--- src/rtl/wave_capture_if.sv ---
// Sample-stream and capture-RAM signals shared by wave_capture and its neighbours.
// The master side sources samples and display status; the slave side is the capture block.
interface wave_capture_if #(
    parameter int SAMPLE_W   = 16,
    parameter int DEPTH_LOG2 = 8
);
    // new_sample_ready is a one-cycle strobe qualifying new_sample_in with no backpressure;
    // write_enable is a one-cycle strobe qualifying write_address/write_sample, no ready.
    logic                  new_sample_ready;
    logic [SAMPLE_W-1:0]   new_sample_in;
    logic                  wave_display_idle;
    logic                  write_enable;
    logic [DEPTH_LOG2:0]   write_address;
    logic [7:0]            write_sample;
    logic                  read_index;

    modport master (
        output new_sample_ready, new_sample_in, wave_display_idle,
        input  write_enable, write_address, write_sample, read_index
    );

    modport slave (
        input  new_sample_ready, new_sample_in, wave_display_idle,
        output write_enable, write_address, write_sample, read_index
    );
endinterface

--- src/rtl/wave_capture.sv ---
// Zero-crossing triggered capture of 2**DEPTH_LOG2 samples into the non-displayed RAM half.
// Define WAVE_CAPTURE_TIMEOUT_EN to add a free-run trigger after TIMEOUT_SAMPLES strobes.
module wave_capture #(
    parameter int SAMPLE_W        = 16,
    parameter int DEPTH_LOG2      = 8,
    parameter int TIMEOUT_SAMPLES = 1024
) (
    input  logic                 clk,
    input  logic                 reset,
    wave_capture_if.slave        bus,
    output logic [1:0]           dbg_state_o
);
    typedef enum logic [1:0] {
        ARMED  = 2'd0,
        ACTIVE = 2'd1,
        WAIT   = 2'd2
    } state_t;

    state_t                state_q;
    logic [DEPTH_LOG2-1:0] count_q;
    logic                  prev_neg_q;
    logic                  we_q;
    logic [DEPTH_LOG2:0]   addr_q;
    logic [7:0]            sample_q;
    logic                  ri_q;

    logic       strobe;
    logic       cur_neg;
    logic       crossing;
    logic       timeout_hit;
    logic [7:0] conv;
    logic       unused_lsbs;

    assign strobe      = bus.new_sample_ready;
    assign cur_neg     = bus.new_sample_in[SAMPLE_W-1];
    assign crossing    = prev_neg_q & ~cur_neg;
    assign conv        = {~bus.new_sample_in[SAMPLE_W-1], bus.new_sample_in[SAMPLE_W-2:SAMPLE_W-8]};
    assign unused_lsbs = ^bus.new_sample_in[SAMPLE_W-9:0];

`ifdef WAVE_CAPTURE_TIMEOUT_EN
    localparam int TO_W = $clog2(TIMEOUT_SAMPLES + 1);
    logic [TO_W-1:0] to_cnt_q;

    assign timeout_hit = (to_cnt_q == TO_W'(TIMEOUT_SAMPLES - 1));

    // Held at zero outside ARMED, so every entry into ARMED starts a fresh count.
    always_ff @(posedge clk or negedge reset) begin
        if (!reset) begin
            to_cnt_q <= '0;
        end else if (state_q != ARMED) begin
            to_cnt_q <= '0;
        end else if (strobe) begin
            to_cnt_q <= to_cnt_q + TO_W'(1);
        end
    end
`else
    logic unused_timeout;
    assign timeout_hit    = 1'b0;
    assign unused_timeout = (TIMEOUT_SAMPLES != 0);
`endif

    always_ff @(posedge clk or negedge reset) begin
        if (!reset) begin
            state_q    <= ARMED;
            count_q    <= '0;
            prev_neg_q <= 1'b0;
            we_q       <= 1'b0;
            addr_q     <= '0;
            sample_q   <= '0;
            ri_q       <= 1'b0;
        end else begin
            we_q <= 1'b0;
            if (strobe) begin
                prev_neg_q <= cur_neg;
            end
            case (state_q)
                ARMED: begin
                    if (strobe && (crossing || timeout_hit)) begin
                        we_q     <= 1'b1;
                        addr_q   <= {~ri_q, {DEPTH_LOG2{1'b0}}};
                        sample_q <= conv;
                        count_q  <= DEPTH_LOG2'(1);
                        state_q  <= ACTIVE;
                    end
                end
                ACTIVE: begin
                    if (strobe) begin
                        we_q     <= 1'b1;
                        addr_q   <= {~ri_q, count_q};
                        sample_q <= conv;
                        count_q  <= count_q + DEPTH_LOG2'(1);
                        if (count_q == {DEPTH_LOG2{1'b1}}) begin
                            state_q <= WAIT;
                        end
                    end
                end
                WAIT: begin
                    // Swap waits one edge past the last write so the two never coincide.
                    if (bus.wave_display_idle) begin
                        ri_q    <= ~ri_q;
                        state_q <= ARMED;
                    end
                end
                default: state_q <= ARMED;
            endcase
        end
    end

    assign bus.write_enable  = we_q;
    assign bus.write_address = addr_q;
    assign bus.write_sample  = sample_q;
    assign bus.read_index    = ri_q;
    assign dbg_state_o       = state_q;
endmodule
--- src/flat_wrapper.sv ---
// flat-port wrapper written by rule: the top's interface ports become plain ports
module wave_capture_flat 
#(
    parameter int SAMPLE_W        = 16,
    parameter int DEPTH_LOG2      = 8,
    parameter int TIMEOUT_SAMPLES = 1024
)
  (clk, reset, dbg_state_o, bus_new_sample_ready, bus_new_sample_in, bus_wave_display_idle, bus_write_enable, bus_write_address, bus_write_sample, bus_read_index);
  wave_capture_if #(.SAMPLE_W(SAMPLE_W), .DEPTH_LOG2(DEPTH_LOG2)) bus_i ();
  input  logic clk;
  input  logic reset;
  output logic [1:0] dbg_state_o;
  input wire logic [$bits(bus_i.new_sample_ready)-1:0] bus_new_sample_ready;
  input wire logic [$bits(bus_i.new_sample_in)-1:0] bus_new_sample_in;
  input wire logic [$bits(bus_i.wave_display_idle)-1:0] bus_wave_display_idle;
  output wire logic [$bits(bus_i.write_enable)-1:0] bus_write_enable;
  output wire logic [$bits(bus_i.write_address)-1:0] bus_write_address;
  output wire logic [$bits(bus_i.write_sample)-1:0] bus_write_sample;
  output wire logic [$bits(bus_i.read_index)-1:0] bus_read_index;
  assign bus_i.new_sample_ready = bus_new_sample_ready;
  assign bus_i.new_sample_in = bus_new_sample_in;
  assign bus_i.wave_display_idle = bus_wave_display_idle;
  assign bus_write_enable = bus_i.write_enable;
  assign bus_write_address = bus_i.write_address;
  assign bus_write_sample = bus_i.write_sample;
  assign bus_read_index = bus_i.read_index;
  wave_capture #(.SAMPLE_W(SAMPLE_W), .DEPTH_LOG2(DEPTH_LOG2), .TIMEOUT_SAMPLES(TIMEOUT_SAMPLES)) u_core (.clk(clk), .reset(reset), .bus(bus_i), .dbg_state_o(dbg_state_o));
endmodule
--- config.mk ---
export PLATFORM = sky130hd
export DESIGN_NAME = wave_capture_flat
export DESIGN_NICKNAME = d
export VERILOG_FILES = /design/src/rtl/wave_capture_if.sv /design/src/rtl/wave_capture.sv /design/src/flat_wrapper.sv
export SDC_FILE = /design/constraint.sdc
export NUM_CORES = 1
export LEC_CHECK = 0
export ABC_CLOCK_PERIOD_IN_PS = 4100
export CORE_MARGIN = 4
export CORE_UTILIZATION = 52
export CTS_BUF_LIST = sky130_fd_sc_hd__clkbuf_4 sky130_fd_sc_hd__clkbuf_8
export DETAILED_ROUTE_END_ITERATION = 12
export PLACE_DENSITY = 0.93
export SLEW_MARGIN = 20
export SYNTH_ARGS = -nofsm -noshare
export SYNTH_HDL_FRONTEND = slang
export SYNTH_SLANG_ARGS = --single-unit
--- constraint.sdc ---
create_clock -name clk -period 4.1 [get_ports clk]
set_input_delay 0.41 -clock clk [delete_from_list [all_inputs] [get_ports clk]]
set_output_delay 0.41 -clock clk [all_outputs]
set_load 0.1 [all_outputs]
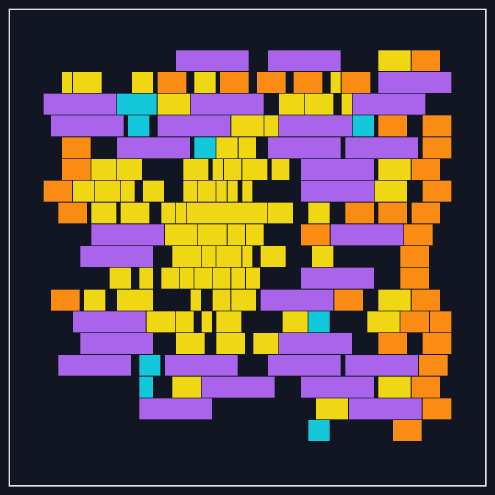
**Above:** run 1 (cells colored by class).
Scale: 8 px per um.
legend:
  sequential cells:
    color: purple
    cells: 30
  remaining buffers and delay cells:
    color: orange
    cells: 33
  clock drivers and dummy loads:
    color: cyan
    cells: 8
  combinational and other logic:
    color: yellow
    cells: 75

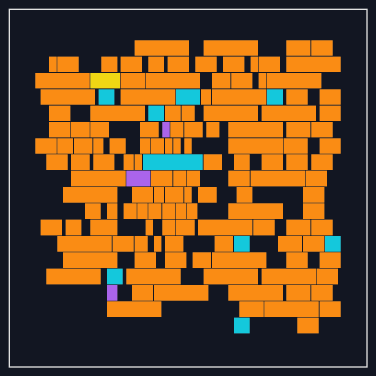
**Above:** run 1 (drive-strength map).
Scale: 6 px per um.
legend:
  _6 and larger:
    color: yellow
    cells: 1
    share: 0.68%
    most_used: clkbuf_8
  _3 and _4 cells:
    color: cyan
    cells: 9
    share: 6.2%
    most_used: clkbuf_4
  _2 cells:
    color: purple
    cells: 3
    share: 2.1%
  _0 and _1 cells:
    color: orange
    cells: 133
    share: 91%
    most_used: clkdlybuf4s50_1

==> impl_metrics.toml, run 1 <==
# yosys + openroad results
[floorplan]
die_w_um = 59.4
die_h_um = 59.4
rows = 18
fp.coreArea_sq_mm = 0.00250
dieArea_sq_mm = 0.00353

[worst_setup_path]
cp_num_cells = 1
cp-start-kind = "register"
crit_start = "u_core.dbg_state_o[0]"
cpMaxStageDelayCell = "clkdlybuf4s50_1"
cp_data_arrival_time_ps = 2170
cp-endpoint = "dbg_state_o[0]"
worstPathCellList = "clkdlybuf4s50_1"

[synth]
syn_avg_cell_area_sq_um = 12.4
yosysWarnings = 0
top_area_share_pct = 54.7
top_area_cell = "dfrtp_1"
ff_type = "dfrtp_1"
syn-num-nets = 132
synthTopCellsByCount = "dfrtp_1 (30), a21o_1 (8), mux2i_1 (8), mux2_1 (7)"
synth-edff-count = 0

[placed_design]
dpl.hpwl_um = 2030
port_buffers = 32
gp_congestion = 0.841

[grt]
grt_pass1_vias = 1001
grt_overflow = 0
grt_pass1_wl_um = 4600
grt_max_degree = 31

[timing]
hold_viol = 0
maxClockFrequency_ghz = 0.388
worstMarginPinSlew_ps = 975
setup_viol = 0

[flow_run]
drv_cap = 0

[clocking]
cts_hold_buffers = 0
clockBufferDepth = 2
cts_root_buf = "clkbuf_4"
numCtsBuffers = 5
clk-insertion-delay-late_ps = 330

[drt]
vias = 1024
dr.pass1.iters = 5
drc_errors = 0
drt-total-wl_um = 2820

[min_path]
worstHoldPathType = "in2async"

[outcome]
status = "completed"
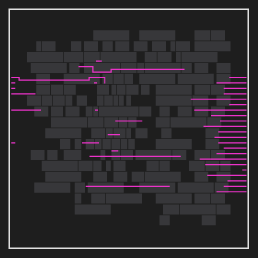
**Above:** run 1 (metal 3).
Scale: 4 px per um. Cells faint in the background.
wire length on this layer: 289 um
main direction: horizontal
nets with wire on the layer: 35
longest straight run: 22.5 um

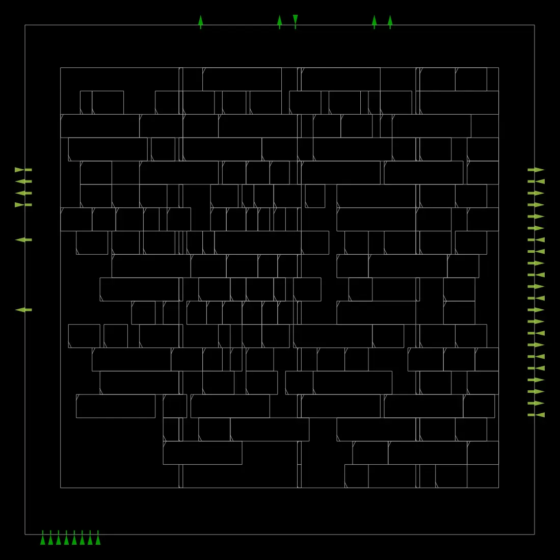
**Above:** run 1 (cell placement).
Non-Filler Instances: 176
Flops: 30
fin util: 70.7%
flop share of the area: 42.5%

run 1: worst register-to-register path: stages, from the launching register on:
cell and delay, ps:
dfrtp_1 550, nand2b_1 280, a21o_1 630, mux2_1 390
run 1: layout make-up:
class / instances / area (sq um) / area share (%)
clock inverters: 1 / 5.00 / 0.283
multi-input cells: 68 / 562 / 31.8
inverters: 7 / 26.3 / 1.49
repair buffers: 33 / 328 / 18.5
flip-flops and latches: 30 / 751 / 42.5
well taps: 30 / 37.5 / 2.12
clock buffers: 7 / 58.8 / 3.33
run 1: flip-flops by register name, indices dropped and copies added (netlist names):
name                      count
u_core.bus.write_enable       1
u_core.count_q                8
u_core.bus.write_sample       8
u_core.bus.read_index         1
u_core.bus.write_address      9
u_core.prev_neg_q             1
u_core.dbg_state_o            2
run 1: metrics by stage:
stage	cell area [sq um]	utilization [%]	hold slack, ps
4_1_cts	1770	70.7	450
6_report	1770	70.7	448
5_1_grt	1770	70.7	472
2_1_floorplan	1370	-	114
3_3_place_gp	1700	68.2	460
3_5_place_dp	1700	68.2	465
run 1: kinds of logic after synthesis:
| logic type | count (synthesis) | share of synthesized area, % |
|---|---|---|
| mux | 16 | 12.4 |
| fa+ha+maj | 1 | 0.911 |
| simple gates | 27 | 13.2 |
| xor+xnor | 1 | 0.638 |
| flops | 30 | 54.7 |
| compound gates | 23 | 13.8 |
| buf+inv | 13 | 4.38 |
run 1: layer usage:
metal | vias to the layer above | GRT usage (%) | routed length [um]
met3 | 6 | 7.41 | 288
met4 | 0 | 3.88 | 42
met2 | 49 | 28.7 | 1320
met5 | - | 0 | 0
li1 | 479 | - | -
met1 | 490 | 22.4 | 1160
run 1: placed cells by master (no fill, tap or decap), drive strengths merged, types with 2 or more instances in the layout:
master         instances
dfrtp                 30
nand3                  4
clkbuf                 7
inv                    7
and4                   6
a21o                   8
nand4                  3
a2111oi                2
a22o                   3
mux2i                  8
o21ai                  4
a221oi                 3
nand2b                 2
and3                   3
nand2                  3
mux2                   8
clkdlybuf4s50         32
run 1: worst min path at each step:
stage | start | end | slack (ps) | cells after the start
after floorplan | reset | u_core.bus.read_index | 110 | 0
after detailed placement | u_core.bus.write_address[5] | u_core.bus.write_address[5] | 470 | 1
final | reset | u_core.bus.write_sample[0] | 450 | 2
after global routing | reset | u_core.bus.write_sample[6] | 470 | 2
after global placement | u_core.bus.write_address[5] | u_core.bus.write_address[5] | 460 | 1
after CTS | reset | u_core.bus.write_sample[0] | 450 | 2
run 1: power breakdown:
| part | switching [uW] | leakage (uW) | internal (uW) | total (uW) |
|---|---|---|---|---|
| Clock | 95.5 | 0.0000387 | 89.5 | 185 |
| Combinational | 286 | 0.000431 | 111 | 397 |
| Sequential | 54.8 | 0.000362 | 351 | 406 |
**Run 1: sequential cells colored by netlist name**

Scale: 6 px per um. Other sequential cells in the stronger gray, the rest of the logic in the fainter gray.
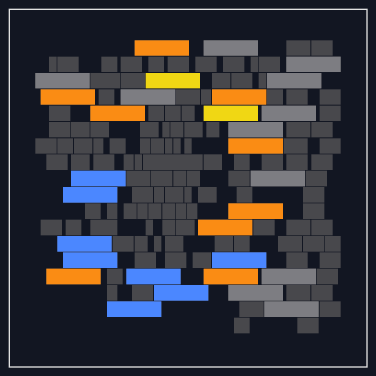

--- run 2 (diff from run 1) ---
Settings changed: ABC_CLOCK_PERIOD_IN_PS 4100 to 2550, CORE_UTILIZATION 52 to 48, PLACE_DENSITY 0.93 to 0.87.
Clock period 4.1 ns to 2.55 ns, I/O delays scaled along.
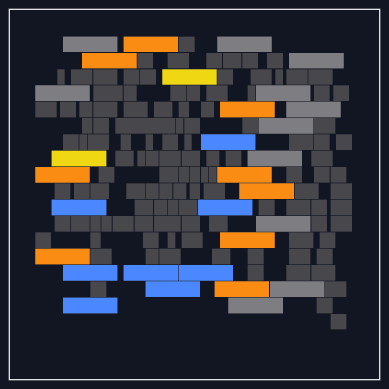
**Above:** run 2 (sequential cells colored by netlist name).
Scale: 6 px per um. Other sequential cells in the stronger gray, the rest of the logic in the fainter gray.
legend:
  u_core.dbg_state_o:
    color: yellow
    placed_flops: 2
  u_core.count_q:
    color: blue
    placed_flops: 8
  u_core.bus.write_address:
    color: orange
    placed_flops: 9

==> impl_metrics.toml, run 2 <==
# yosys + openroad results
[finish]
combGateArea_sq_um = 562
lay_top_count = "dfrtp_1"
largest_register_ffs = 9
seq_area_sq_um = 751
final_cell_mix = "dfrtp_1 (30), buf_4 (24), clkdlybuf4s50_1 (11)"

[synth]
top_area_share_pct = 54.7
syn_avg_cell_area_sq_um = 12.4
ff_type = "dfrtp_1"

[timing]
maxClockFrequency_ghz = 0.575
whs_ps = 312
setup_viol = 0
worstMarginPinSlew_ps = 458

[flow_run]
drv_cap = 0

[worst_setup_path]
cpMaxStageDelayCell = "dfrtp_1"
cp_data_arrival_time_ps = 1990
worstPathCellList = "nand2b_1, a21o_1, buf_4, mux2i_1"

[floorplan]
dieArea_sq_mm = 0.00378
rows = 19
die_w_um = 61.5

[drt]
dr.pass1.iters = 5
vias = 992

[outcome]
status = "completed"

[clocking]
cts_root_buf = "clkbuf_4"
cts_hold_buffers = 0
clk-insertion-delay-late_ps = 320

[grt]
grt_pass1_wl_um = 4130
grt_max_degree = 31
grt_overflow = 0

[min_path]
worstHoldPathType = "in2async"
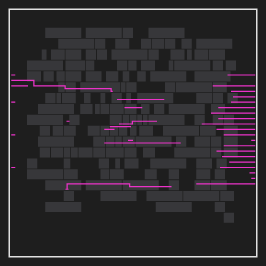
**Above:** run 2 (metal 3).
Scale: 4 px per um. Cells faint in the background.
main direction: horizontal
wire length on this layer: 265 um
longest straight run: 18.9 um

## run 2: logic make-up (layout without fill, tap and decap cells)
group | Yosys count | in the layout | synth area share [%]
simple gates | 27 | 27 | 13.2
flops | 30 | 30 | 54.7
xor+xnor | 1 | 1 | 0.638
fa+ha+maj | 1 | 1 | 0.911
buf+inv | 13 | 50 | 4.38
mux | 16 | 16 | 12.4
compound gates | 23 | 23 | 13.8
## run 2: metal layers
metal / wire length, um / track usage [%] / vias to the layer above
met5: 0 / 0 / -
met2: 1170 / 22.4 / 44
li1: - / - / 482
met1: 1200 / 20.4 / 464
met3: 265 / 6.08 / 2
met4: 17 / 4.55 / 0
## run 2: cell type report
cell class,instances,area share [%]
sequential,30,43.4
inverter,7,1.52
multi-input combinational,68,32.4
clock buffer,7,3.40
tap,31,2.24
clock inverter,1,0.289
timing repair buffer,35,16.8
## run 2: path summary, 6_finish.rpt
kind	startpoint	end	depth (start not counted)	slack, ps
min in group clk	u_core.bus.write_address[2]	u_core.bus.write_address[2]	1	480
setup reg to reg	u_core.dbg_state_o[1]	u_core.bus.write_sample[7]	4	810
setup / recovery	u_core.dbg_state_o[1]	u_core.bus.write_sample[7]	4	810
hold / removal	reset	u_core.dbg_state_o[1]	2	310
hold reg to reg	u_core.bus.write_address[2]	u_core.bus.write_address[2]	1	480
max in group asynchronous	reset	u_core.count_q[5]	2	1970
## run 2: worst reg2reg max path, cell delays in order (launching register included)
cell      delay (ps)
dfrtp_1          530
nand2b_1         280
a21o_1           400
buf_4            270
mux2i_1          190
## run 2: power breakdown
group	leakage, uW	internal (uW)	switching [uW]
Combinational	0.000463	163	458
Clock	0.0000387	144	156
Sequential	0.000362	565	85.1
## run 2: through the flow
step / setup WS [ps] / utilization (%) / power, uW / area [sq um]
final: 810 / 63.3 / 1570 / 1730
after global routing: 650 / 63.3 / 1650 / 1730
after global placement: 580 / 61.0 / 1270 / 1670
after detailed placement: 546 / 61.0 / 1280 / 1670
after CTS: 797 / 63.3 / 1590 / 1730
after floorplan: 579 / - / 1130 / 1370
**Run 2: cell placement**

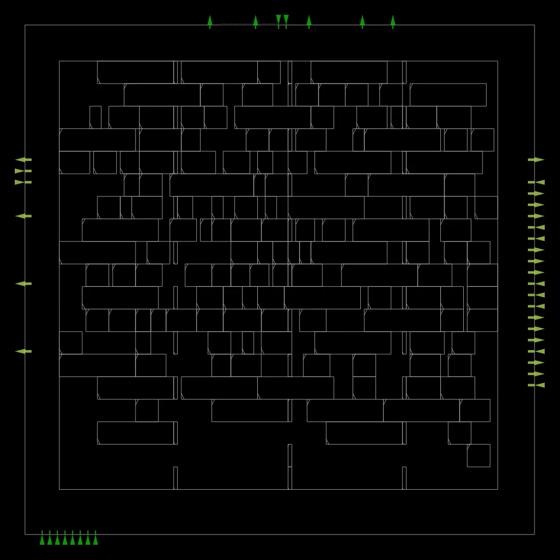

--- run 3 (diff from run 2) ---
Settings changed: ABC_CLOCK_PERIOD_IN_PS 2550 to 1450, CORE_UTILIZATION 48 to 43, PLACE_DENSITY 0.87 to 0.83.
Clock period 2.55 ns to 1.45 ns, I/O delays scaled along.
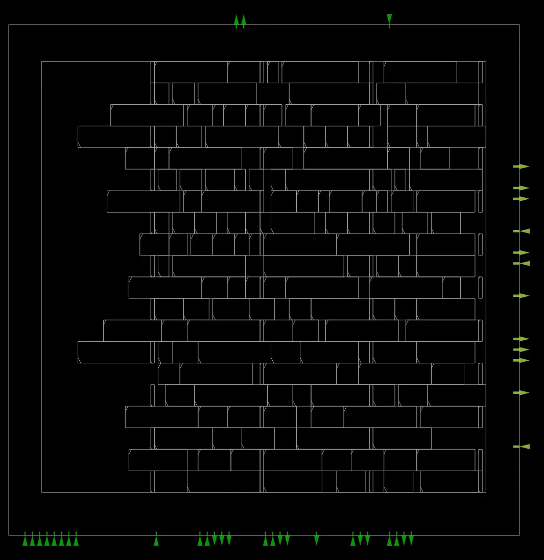
**Above:** run 3 (cell placement).
Fillers: 195
Cell Rows: 20
Non-Filler Instances: 204
core area: 0.00305 sq mm

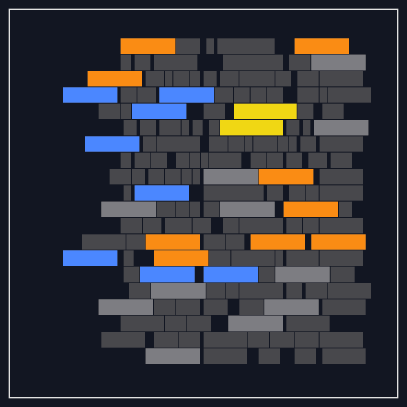
**Above:** run 3 (sequential cells colored by netlist name).
Scale: 6 px per um. Other sequential cells in the stronger gray, the rest of the logic in the fainter gray.
legend:
  u_core.count_q:
    color: blue
    placed_flops: 8
  u_core.dbg_state_o:
    color: yellow
    placed_flops: 2
  u_core.bus.write_address:
    color: orange
    placed_flops: 9

==> impl_metrics.toml, run 3 <==
# yosys + openroad results
[outcome]
status = "finished, violations left"
violations = "negative setup slack"

[worst_setup_path]
rr_worst_depth = 4
crit_start = "u_core.dbg_state_o[1]"
reg2reg_slack_ps = -40
cp-endpoint = "u_core.bus.write_address[0]"
r2r_end = "u_core.bus.write_address[0]"
cp-start-kind = "register"
rr_startpoint = "u_core.dbg_state_o[1]"
cp_data_arrival_time_ps = 1730

[power]
p_switching_uw = 1390
internal_power_uw = 1750
sequentialPowerShare_pct = 37.2
p_comb_share_pct = 46.5
clkPwrFrac_pct = 16.3
sw_frac_of_total_pct = 44.2

[timing]
whs_ps = 144
worstMarginPinSlew_ps = 385
setup_slack_ps = -38.8
maxClockFrequency_ghz = 0.672
setup_viol = 6
fin_skew_ps = 25.5

[placed_design]
postPlaceCellArea_sq_mm = 0.00206
post-place-ws_ps = -251

[clocking]
cts_hold_buffers = 0
clk-insertion-delay-late_ps = 350
cts_root_buf = "clkbuf_4"

[drt]
wl_per_cell_um = 18.7
vias = 1114

[synth]
top_area_cell = "dfrtp_1"
top_cells_by_area = "dfrtp_1 (55%), mux2i_1 (5.8%), mux2_1 (5.7%)"
ff_type = "dfrtp_1"
top_area_share_pct = 54.7
syn_avg_cell_area_sq_um = 12.4

[floorplan]
dieArea_sq_mm = 0.00416
die_w_um = 64.5

[finish]
largest_register_ffs = 9
lay_top_count = "dfrtp_1"

[flow_run]
drv_cap = 0

[min_path]
worstHoldPathType = "in2async"

[grt]
grt_pass1_wl_um = 5930
grt_overflow = 0
-- run 3: cell count changes in the layout (fill, tap and decap cells not counted), sizes merged --
cell    before  now
clkbuf       7    6
buf         24   36
clkinv       1    2
-- run 3: worst min path at each step --
stage / cells past startpoint / end / start
floorplan: 0 / u_core.bus.read_index / reset
finish: 2 / u_core.count_q[2] / reset
detailed placement: 1 / u_core.count_q[6] / u_core.count_q[6]
global route: 2 / u_core.count_q[2] / reset
CTS: 2 / u_core.bus.read_index / reset
global placement: 1 / u_core.count_q[6] / u_core.count_q[6]
-- run 3: area by class of cell --
cell class	count	area [sq um]	share of cell area, %
Sequential cell	30	758	34.9
Timing Repair Buffer	47	659	30.3
Multi-Input combinational cell	68	619	28.5
Tap cell	44	55.1	2.53
Clock buffer	6	45.0	2.07
Inverter	7	26.3	1.21
Clock inverter	2	10.0	0.461
-- run 3: through the flow --
stage	total power [uW]	TNS, ps	util (%)
5_1_grt	3250	-635	71.2
3_3_place_gp	2560	-2830	67.5
3_5_place_dp	2610	-4490	67.5
2_1_floorplan	1980	-2560	-
6_report	3140	-135	71.2
4_1_cts	3120	-45.1	69.8
-- run 3: metal layers --
layer  GRT usage (%)  wire (um)  vias up
li1                -          -      504
met1            21.1       1480      553
met2            32.9       2080       43
met3            6.59        147       14
met4            9.23        110        0
met5               0          0        -
-- run 3: cells by family (layout without fill, tap and decap cells) --
family | after synthesis | count (layout) | synth area share, %
flops | 30 | 30 | 54.7
buf+inv | 13 | 62 | 4.38
fa+ha+maj | 1 | 1 | 0.911
simple gates | 27 | 27 | 13.2
mux | 16 | 16 | 12.4
xor+xnor | 1 | 1 | 0.638
compound gates | 23 | 23 | 13.8
-- run 3: critical path, cell delays in order, from the launching register on --
cell and delay, ps:
dfrtp_4 520, nand2b_1 200, a21o_4 250, buf_6 160
a22o_1 240
-- run 3: timing repair --
action,in CTS,in global routing
resized,5,6
endpoints found under the hold margin,0,0
buffers inserted,0,1
cloned,0,0
setup endpoints to repair,20,17
pin swaps,1,2
-- run 3: power groups by stage --
stage	Sequential, uW	Combinational (uW)	Clock (uW)
after CTS	1160	1440	520
after global routing	1190	1500	564
after global placement	1160	1400	0
after floorplan	1740	240	0
after detailed placement	1180	1440	0
final	1170	1460	512
Power is estimated from default activity; no workload was simulated.
